===== src/rtl/seven_seg_pkg.sv =====
// Package: seven_seg_pkg
// Purpose: shared types and the hex-to-segment table for the scanned
//          seven-segment driver.
// Contents:
//   seg_t      - 7-bit segment vector {g,f,e,d,c,b,a}, active-low
//   SEG_BLANK  - all segments off
//   hex_to_seg - nibble to active-low segment pattern
package seven_seg_pkg;

  typedef logic [6:0] seg_t;

  localparam seg_t SEG_BLANK = 7'h7F;

  function automatic seg_t hex_to_seg(input logic [3:0] nibble);
    seg_t seg;
    case (nibble)
      4'h0:    seg = 7'h40;
      4'h1:    seg = 7'h79;
      4'h2:    seg = 7'h24;
      4'h3:    seg = 7'h30;
      4'h4:    seg = 7'h19;
      4'h5:    seg = 7'h12;
      4'h6:    seg = 7'h02;
      4'h7:    seg = 7'h78;
      4'h8:    seg = 7'h00;
      4'h9:    seg = 7'h10;
      4'hA:    seg = 7'h08;
      4'hB:    seg = 7'h03;
      4'hC:    seg = 7'h46;
      4'hD:    seg = 7'h21;
      4'hE:    seg = 7'h06;
      default: seg = 7'h0E;
    endcase
    return seg;
  endfunction

endpackage


===== src/rtl/seven_segment_scan_driver_if.sv =====
// Interface: seven_segment_scan_driver_if
// Purpose: bundles the user-side data/strobe inputs and the display-pin
//          outputs of the scan driver.
// Signals:
//   digits_i  4*N_DIGITS  hex nibbles, digit 0 in bits [3:0]
//   dp_i      N_DIGITS    decimal point request, 1 = lit
//   enable_i  N_DIGITS    per-digit enable
//   load_i    1           capture strobe
//   seg_o     7           segments {g..a}, active-low
//   dp_o      1           decimal point, active-low
//   anode_o   8           digit select, active-low
//   frame_o   1           frame start pulse
// Modports: master = user logic, slave = driver.
interface seven_segment_scan_driver_if #(
  parameter int N_DIGITS = 8
);
  logic [4*N_DIGITS-1:0] digits_i;
  logic [N_DIGITS-1:0]   dp_i;
  logic [N_DIGITS-1:0]   enable_i;
  logic                  load_i;
  logic [6:0]            seg_o;
  logic                  dp_o;
  logic [7:0]            anode_o;
  logic                  frame_o;

  modport master (
    output digits_i, dp_i, enable_i, load_i,
    input  seg_o, dp_o, anode_o, frame_o
  );

  modport slave (
    input  digits_i, dp_i, enable_i, load_i,
    output seg_o, dp_o, anode_o, frame_o
  );
endinterface


===== src/rtl/hex_to_seven_seg.sv =====
// Module: hex_to_seven_seg
// Purpose: combinational hex nibble to active-low segment decode.
// Ports:
//   nibble  in   4  hex value
//   seg     out  7  {g,f,e,d,c,b,a}, active-low
module hex_to_seven_seg
  import seven_seg_pkg::*;
(
  input  logic [3:0] nibble,
  output seg_t       seg
);

  assign seg = hex_to_seg(nibble);

endmodule


===== src/rtl/seven_segment_scan_driver.sv =====
// Module: seven_segment_scan_driver
// Purpose: time-multiplexed driver for up to 8 seven-segment digits with
//          tear-free frame update and blanking at the start of every slot.
// Ports:
//   clk    in  system clock, rising edge
//   reset  in  synchronous, active-high
//   bus    slave modport of seven_segment_scan_driver_if
// Parameters:
//   N_DIGITS      digits scanned (1..8), unused anodes held high
//   REFRESH_DIV   clk cycles per digit slot (>= 2)
//   BLANK_CYCLES  cycles at slot start with all anodes off (< REFRESH_DIV)
// Build option:
//   SEVEN_SEG_LEADING_ZERO_BLANK_EN - when defined, leading zero digits
//   (above digit 0) are blanked; otherwise every enabled digit is shown.
module seven_segment_scan_driver
  import seven_seg_pkg::*;
#(
  parameter int N_DIGITS     = 8,
  parameter int REFRESH_DIV  = 100000,
  parameter int BLANK_CYCLES = 1000
) (
  input logic clk,
  input logic reset,
  seven_segment_scan_driver_if.slave bus
);

  localparam int PS_W  = $clog2(REFRESH_DIV);
  localparam int IDX_W = (N_DIGITS > 1) ? $clog2(N_DIGITS) : 1;

  logic [PS_W-1:0]       prescaler;
  logic [IDX_W-1:0]      idx;

  logic [4*N_DIGITS-1:0] pend_digits, disp_digits;
  logic [N_DIGITS-1:0]   pend_dp, disp_dp;
  logic [N_DIGITS-1:0]   pend_en, disp_en;

  seg_t                  seg_q;
  logic                  dp_q;
  logic [7:0]            anode_q;
  logic                  frame_q;

  logic                  slot_end, frame_end, in_blank;
  logic [N_DIGITS-1:0]   lz_blank;
  logic [3:0]            sel_nib;
  logic                  sel_en, sel_dp, sel_lz;
  seg_t                  dec_seg;
  seg_t                  seg_n;
  logic                  dp_n;
  logic [7:0]            anode_n;
  logic                  drive_anode;

  assign slot_end  = (prescaler == PS_W'(REFRESH_DIV - 1));
  assign frame_end = slot_end && (idx == IDX_W'(N_DIGITS - 1));
  assign in_blank  = (prescaler < PS_W'(BLANK_CYCLES));

  // A digit is a leading zero when it is zero and every enabled digit
  // above it is zero too; disabled digits do not break the run.
`ifdef SEVEN_SEG_LEADING_ZERO_BLANK_EN
  always_comb begin
    logic zero_above;
    zero_above = 1'b1;
    lz_blank   = '0;
    for (int k = N_DIGITS - 1; k >= 0; k--) begin
      lz_blank[k] = (k > 0) && disp_en[k] && (disp_digits[4*k +: 4] == 4'h0) && zero_above;
      if (disp_en[k] && (disp_digits[4*k +: 4] != 4'h0))
        zero_above = 1'b0;
    end
  end
`else
  assign lz_blank = '0;
`endif

  always_comb begin
    sel_nib = 4'h0;
    sel_en  = 1'b0;
    sel_dp  = 1'b0;
    sel_lz  = 1'b0;
    for (int k = 0; k < N_DIGITS; k++) begin
      if (idx == IDX_W'(k)) begin
        sel_nib = disp_digits[4*k +: 4];
        sel_en  = disp_en[k];
        sel_dp  = disp_dp[k];
        sel_lz  = lz_blank[k];
      end
    end
  end

  hex_to_seven_seg u_dec (
    .nibble (sel_nib),
    .seg    (dec_seg)
  );

  // A blanked leading zero still pulls its anode low when its decimal
  // point is requested, so the dp is visible with segments off.
  always_comb begin
    seg_n       = SEG_BLANK;
    dp_n        = 1'b1;
    drive_anode = 1'b0;
    if (!in_blank && sel_en) begin
      if (sel_lz) begin
        if (sel_dp) begin
          drive_anode = 1'b1;
          dp_n        = 1'b0;
        end
      end else begin
        drive_anode = 1'b1;
        seg_n       = dec_seg;
        dp_n        = ~sel_dp;
      end
    end
    anode_n = 8'hFF;
    for (int k = 0; k < N_DIGITS; k++) begin
      if (drive_anode && (idx == IDX_W'(k)))
        anode_n[k] = 1'b0;
    end
  end

  always_ff @(posedge clk) begin
    if (reset) begin
      prescaler   <= '0;
      idx         <= '0;
      pend_digits <= '0;
      pend_dp     <= '0;
      pend_en     <= '0;
      disp_digits <= '0;
      disp_dp     <= '0;
      disp_en     <= '0;
      seg_q       <= SEG_BLANK;
      dp_q        <= 1'b1;
      anode_q     <= 8'hFF;
      frame_q     <= 1'b0;
    end else begin
      seg_q   <= seg_n;
      dp_q    <= dp_n;
      anode_q <= anode_n;
      frame_q <= frame_end;

      if (bus.load_i) begin
        pend_digits <= bus.digits_i;
        pend_dp     <= bus.dp_i;
        pend_en     <= bus.enable_i;
      end

      if (slot_end) begin
        prescaler <= '0;
        if (frame_end) begin
          idx <= '0;
          // A load landing on the boundary cycle bypasses pending.
          if (bus.load_i) begin
            disp_digits <= bus.digits_i;
            disp_dp     <= bus.dp_i;
            disp_en     <= bus.enable_i;
          end else begin
            disp_digits <= pend_digits;
            disp_dp     <= pend_dp;
            disp_en     <= pend_en;
          end
        end else begin
          idx <= idx + 1'b1;
        end
      end else begin
        prescaler <= prescaler + 1'b1;
      end
    end
  end

  assign bus.seg_o   = seg_q;
  assign bus.dp_o    = dp_q;
  assign bus.anode_o = anode_q;
  assign bus.frame_o = frame_q;

endmodule

===== src/flat_wrapper.sv =====
// flat-port wrapper written by rule: the top's interface ports become plain ports
module seven_segment_scan_driver_flat import seven_seg_pkg::*;
#(
  parameter int N_DIGITS     = 8,
  parameter int REFRESH_DIV  = 100000,
  parameter int BLANK_CYCLES = 1000
)
  (clk, reset, bus_digits_i, bus_dp_i, bus_enable_i, bus_load_i, bus_seg_o, bus_dp_o, bus_anode_o, bus_frame_o);
  seven_segment_scan_driver_if #(.N_DIGITS(N_DIGITS)) bus_i ();
  input logic clk;
  input logic reset;
  input wire logic [$bits(bus_i.digits_i)-1:0] bus_digits_i;
  input wire logic [$bits(bus_i.dp_i)-1:0] bus_dp_i;
  input wire logic [$bits(bus_i.enable_i)-1:0] bus_enable_i;
  input wire logic [$bits(bus_i.load_i)-1:0] bus_load_i;
  output wire logic [$bits(bus_i.seg_o)-1:0] bus_seg_o;
  output wire logic [$bits(bus_i.dp_o)-1:0] bus_dp_o;
  output wire logic [$bits(bus_i.anode_o)-1:0] bus_anode_o;
  output wire logic [$bits(bus_i.frame_o)-1:0] bus_frame_o;
  assign bus_i.digits_i = bus_digits_i;
  assign bus_i.dp_i = bus_dp_i;
  assign bus_i.enable_i = bus_enable_i;
  assign bus_i.load_i = bus_load_i;
  assign bus_seg_o = bus_i.seg_o;
  assign bus_dp_o = bus_i.dp_o;
  assign bus_anode_o = bus_i.anode_o;
  assign bus_frame_o = bus_i.frame_o;
  seven_segment_scan_driver #(.N_DIGITS(N_DIGITS), .REFRESH_DIV(REFRESH_DIV), .BLANK_CYCLES(BLANK_CYCLES)) u_core (.clk(clk), .reset(reset), .bus(bus_i));
endmodule

===== config.mk =====
export PLATFORM = sky130hd
export DESIGN_NAME = seven_segment_scan_driver_flat
export DESIGN_NICKNAME = d
export VERILOG_FILES = /design/src/rtl/seven_seg_pkg.sv /design/src/rtl/seven_segment_scan_driver_if.sv /design/src/rtl/hex_to_seven_seg.sv /design/src/rtl/seven_segment_scan_driver.sv /design/src/flat_wrapper.sv
export SDC_FILE = /design/constraint.sdc
export NUM_CORES = 1
export LEC_CHECK = 0
export CORE_MARGIN = 4
export CORE_UTILIZATION = 45
export CTS_CLUSTER_SIZE = 25
export DETAILED_ROUTE_END_ITERATION = 16
export MAX_ROUTING_LAYER = met4
export PLACE_DENSITY = 0.67
export SETUP_SLACK_MARGIN = 0.05
export SYNTH_ARGS = -nofsm -noshare
export SYNTH_HDL_FRONTEND = slang
export SYNTH_SLANG_ARGS = --single-unit

===== constraint.sdc =====
create_clock -name clk -period 3.5 [get_ports clk]
set_input_delay 0.875 -clock clk [delete_from_list [all_inputs] [get_ports clk]]
set_output_delay 0.875 -clock clk [all_outputs]
set_load 0.02 [all_outputs]

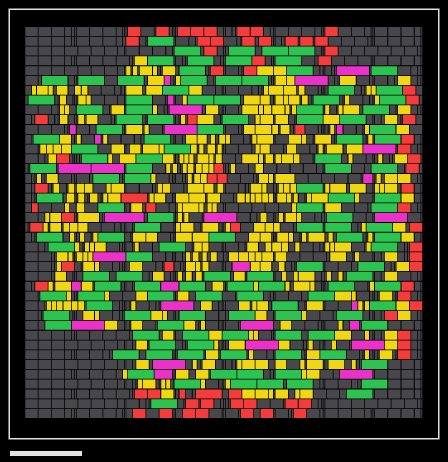
**Above:** run 1 (placed cells, one colour a class).
Bar = 20 µm. Fill, decap, tap and diode cells in grey.
| class | colour | cells |
|---|---|---|
| combinational and other logic | yellow | 390 |
| flops | green | 133 |
| clock drivers and dummy loads | magenta | 30 |
| other buffers and delay cells | red | 77 |

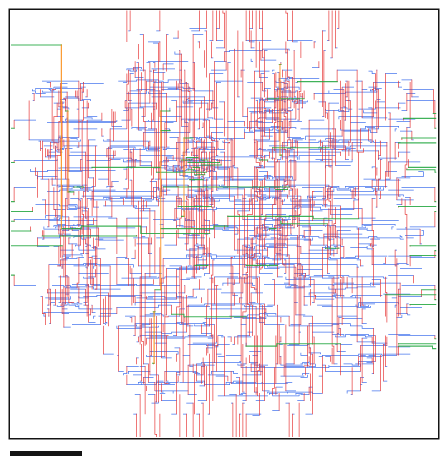
**Above:** run 1 (metal layers overlaid).
Bar = 20 µm.
| layer | colour | wire length |
|---|---|---|
| metal 4 | orange | 184 µm |
| metal 1 | blue | 5030 µm |
| metal 3 | green | 534 µm |
| metal 2 | red | 6070 µm |
total routing usage reported by global routing: 18.2%
post-detailed-route wirelength per cell: 15.2 µm
Via Count: 4110
total wirelength of the detailed-routed design: 11800 µm

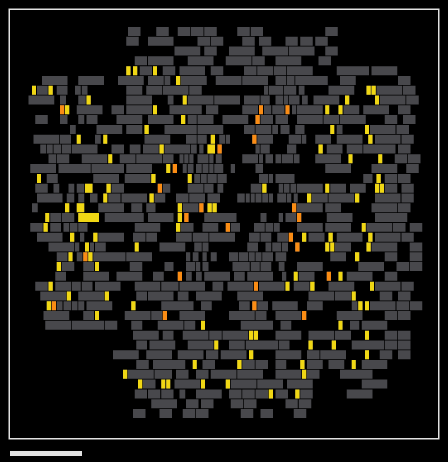
**Above:** run 1 (selected gate families).
Bar = 20 µm.
| family | colour | cells | most used |
|---|---|---|---|
| inverters | orange | 23 | inv_1 |
| NOR gates | yellow | 108 | nor2_1 |

==> Table 3: Implementation characteristics, run 1 <==
Summary of implementation characteristics

Parameter                              Value

Outcome
  Run status    finished clean

Final timing
  Crit share post-route    82.7%
  F_max    0.345 GHz
  Min Clock Period, post-route    2.89 ns
  Setup Total Neg Slack    0 ns

Synth
  Synth Area in Compound Gates    between 10% and 20%
  Synthesized flop and latch total    133
  Count of unique library cells instantiated by Yosys    46
  And+or+nand+nor area frac    13.5%
  Share of synthesized area occupied by flip-flops and latches    48.2%
  Most frequent cells after synthesis    sky130_fd_sc_hd__dfxtp_1, sky130_fd_sc_hd__nor2_1, sky130_fd_sc_hd__mux2i_1
  Xor-xnor portion of the synthesized cell area    2.06%

Run
  Count of maximum capacitance violations    0

Power and ir drop
  Clock share of power    between 40 and 50%
  P per Cell Area    ~500 nW/µm²
  Combinational Power    0.000173 W
  Sequential fraction of design power    a little under half
  Sequential-cell power consumption    0.00156 W

Worst setup path
  Critical path capture point    u_core.bus.seg_o[3]
  Critical Path Fanout Max    26
  Cells along the critical path    ha_1 -> a21oi_1 -> a221oi_1 -> o221ai_1 -> nand2_1 -> inv_1 -> ha_1 -> inv_1 -> mux2i_1 -> mux2_2 -> nand2_1
  Crit path buf inv count    2
  Worst reg2reg path depth    11
  Cell class contributing the biggest share of worst-path delay    adder cells
  Critical-path top delay cell    sky130_fd_sc_hd__ha_1

Placed design
  Final HPWL DP    roughly 8300 µm
  Placer Congestion    0.867
  Worst setup timing slack at the placement stage    0.633 ns
  Cell count after placement    747

Hold path
  Worst hold start    u_core.prescaler[0]

CTS
  Number of sinks driven by the clock tree    roughly 130
  TritonCTS clock tree    built
  Total CTS buffers    17

Cells and area
  Cell area after layout    6790 µm²
  Largest registers    u_core.disp_digits x32, u_core.pend_digits x32, u_core.prescaler x17
  Most common logic cell in the routed design    sky130_fd_sc_hd__dfxtp_1
  Number of sequential cells    roughly 130
  Sequential cell area in the final layout    between 2000 and 3000 µm²

Floorplanning
  Die ar.    14100 µm²
  Core ar.    12000 µm²

Global routing
  Number of global-route vias before repair    around 4200

Routing
  Routed met1 length    5030 µm
**Run 1: placed standard cells**

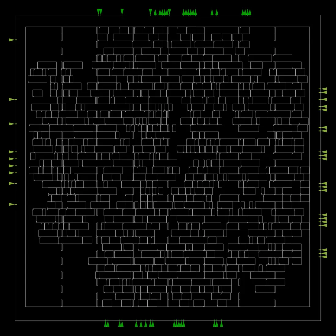

--- run 2 (diff from run 1) ---
==> constraint.sdc (replaced) <==
create_clock -name clk -period 3 [get_ports clk]
set_input_delay 0.75 -clock clk [delete_from_list [all_inputs] [get_ports clk]]
set_output_delay 0.75 -clock clk [all_outputs]
set_load 0.02 [all_outputs]
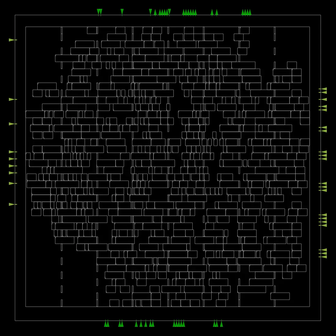
**Above:** run 2 (placed standard cells).
filler cell count: 1065
Tapcells: 147

==> Table 3: Implementation characteristics, run 2 <==
Summary of implementation characteristics

Parameter                              Value

Floorplanning
  Die ar.    14100 µm²
  Core ar.    12000 µm²

Power and ir drop
  Clock share of power    about half
  Sequential-cell power consumption    ~0.0018 W
  Combinational Power    0.000203 W

Routing
  Total wirelength of the detailed-routed design    11800 µm
  Via Count    4124
  Post-detailed-route wirelength per cell    15.1 µm
  Routed met1 length    5260 µm

Synth
  Share of synthesized area occupied by flip-flops and latches    between 40% and 50%
  Count of unique library cells instantiated by Yosys    46
  Synthesized flop and latch total    133

Run
  Count of maximum capacitance violations    0

Cells and area
  Largest registers    u_core.disp_digits x32, u_core.pend_digits x32, u_core.prescaler x17
  Number of sequential cells    ~130
  Sequential cell area in the final layout    2660 µm²

Global routing
  Total routing usage reported by global routing    17.9%
  Number of global-route vias before repair    between 4000 and 5000

Placed design
  Placer Congestion    0.863
  Cell count after placement    749
  Worst setup timing slack at the placement stage    0.213 ns

Worst setup path
  Critical-path top delay cell    sky130_fd_sc_hd__dfxtp_1
  Crit path buf inv count    2
  Cell class contributing the biggest share of worst-path delay    adder cells
  Critical path capture point    u_core.bus.seg_o[3]
  Worst reg2reg path depth    12

CTS
  TritonCTS clock tree    built
  Number of sinks driven by the clock tree    133

Outcome
  Run status    finished clean

Hold path
  Worst hold start    u_core.prescaler[0]

Final timing
  Setup Total Neg Slack    0 ns
**Run 2: metal layers overlaid**

Bar = 20 µm.
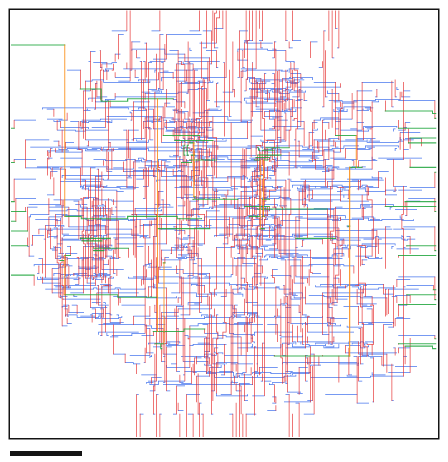

--- run 3 (diff from run 2) ---
--- a/config.mk
+++ b/config.mk
@@ -9,7 +9,6 @@
 export CORE_UTILIZATION = 45
 export CTS_CLUSTER_SIZE = 25
 export DETAILED_ROUTE_END_ITERATION = 16
-export MAX_ROUTING_LAYER = met4
 export PLACE_DENSITY = 0.67
 export SETUP_SLACK_MARGIN = 0.05
 export SYNTH_ARGS = -nofsm -noshare
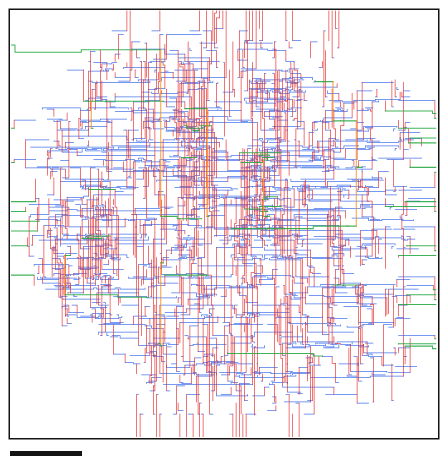
**Above:** run 3 (metal layers overlaid).
Bar = 20 µm.
| layer | colour | wire length |
|---|---|---|
| metal 1 | blue | 5240 µm |
| metal 2 | red | 5950 µm |
| metal 4 | orange | 173 µm |
| metal 3 | green | 450 µm |

==> Table 3: Implementation characteristics, run 3 <==
Summary of implementation characteristics

Parameter                              Value

Outcome
  Run status    finished clean

Cells and area
  Layout buffer count excluding clock buffers    slightly below 80
  Sequential cell area in the final layout    2660 µm²
  Largest registers    u_core.disp_digits x32, u_core.pend_digits x32, u_core.prescaler x17
  Total number of nets in the final design    685
  Final cell count without fillers    781
  Number of sequential cells    around 130
  Cell area after layout    6870 µm²
  Most common logic cell in the routed design    sky130_fd_sc_hd__dfxtp_1
  Filler cell count    approximately 1100

Placed design
  Final HPWL DP    8060 µm
  Cell count after placement    749
  Placer Congestion    0.850

Global routing
  Total routing usage reported by global routing    about 17%
  Number of global-route vias before repair    4133

Power and ir drop
  Combinational Power    0.000203 W
  Clock share of power    50.4%
  Sequential fraction of design power    44.6%
  P per Cell Area    594 nW/µm²
  Sequential-cell power consumption    0.00182 W

Worst setup path
  Critical path capture point    u_core.bus.seg_o[3]
  Crit path buf inv count    2
  Critical-path top delay cell    sky130_fd_sc_hd__dfxtp_1
  Cells along the critical path    ha_1 -> ha_1 -> or2_1 -> a221oi_1 -> o221ai_1 -> nand2_1 -> inv_1 -> ha_1 -> inv_1 -> mux2i_1 -> mux2_2 -> nand2_1
  Critical Path Fanout Max    7
  Worst reg2reg path depth    12
  Cell class contributing the biggest share of worst-path delay    adder cells

Synth
  Synth Area in Compound Gates    17.1%
  And+or+nand+nor area frac    13.5%
  Most frequent cells after synthesis    sky130_fd_sc_hd__dfxtp_1, sky130_fd_sc_hd__nor2_1, sky130_fd_sc_hd__mux2i_1
  Count of unique library cells instantiated by Yosys    46
  Synthesized flop and latch total    133
  Share of synthesized area occupied by flip-flops and latches    48.2%
  Xor-xnor portion of the synthesized cell area    just over 2%

Floorplanning
  Core ar.    12000 µm²
  Die ar.    about 14000 µm²
  Tapcells    147

CTS
  TritonCTS clock tree    built
  Number of sinks driven by the clock tree    about 130
  Total CTS buffers    17

Final timing
  Min Clock Period, post-route    roughly 2.8 ns
  Setup Total Neg Slack    0 ns
  Crit share post-route    92.4%

Routing
  Via Count    around 4100
  Total wirelength of the detailed-routed design    11800 µm

Run
  Count of maximum capacitance violations    0

Hold path
  Worst hold start    u_core.prescaler[0]
Power figures rest on the tool's default switching activity, not on a simulated workload.
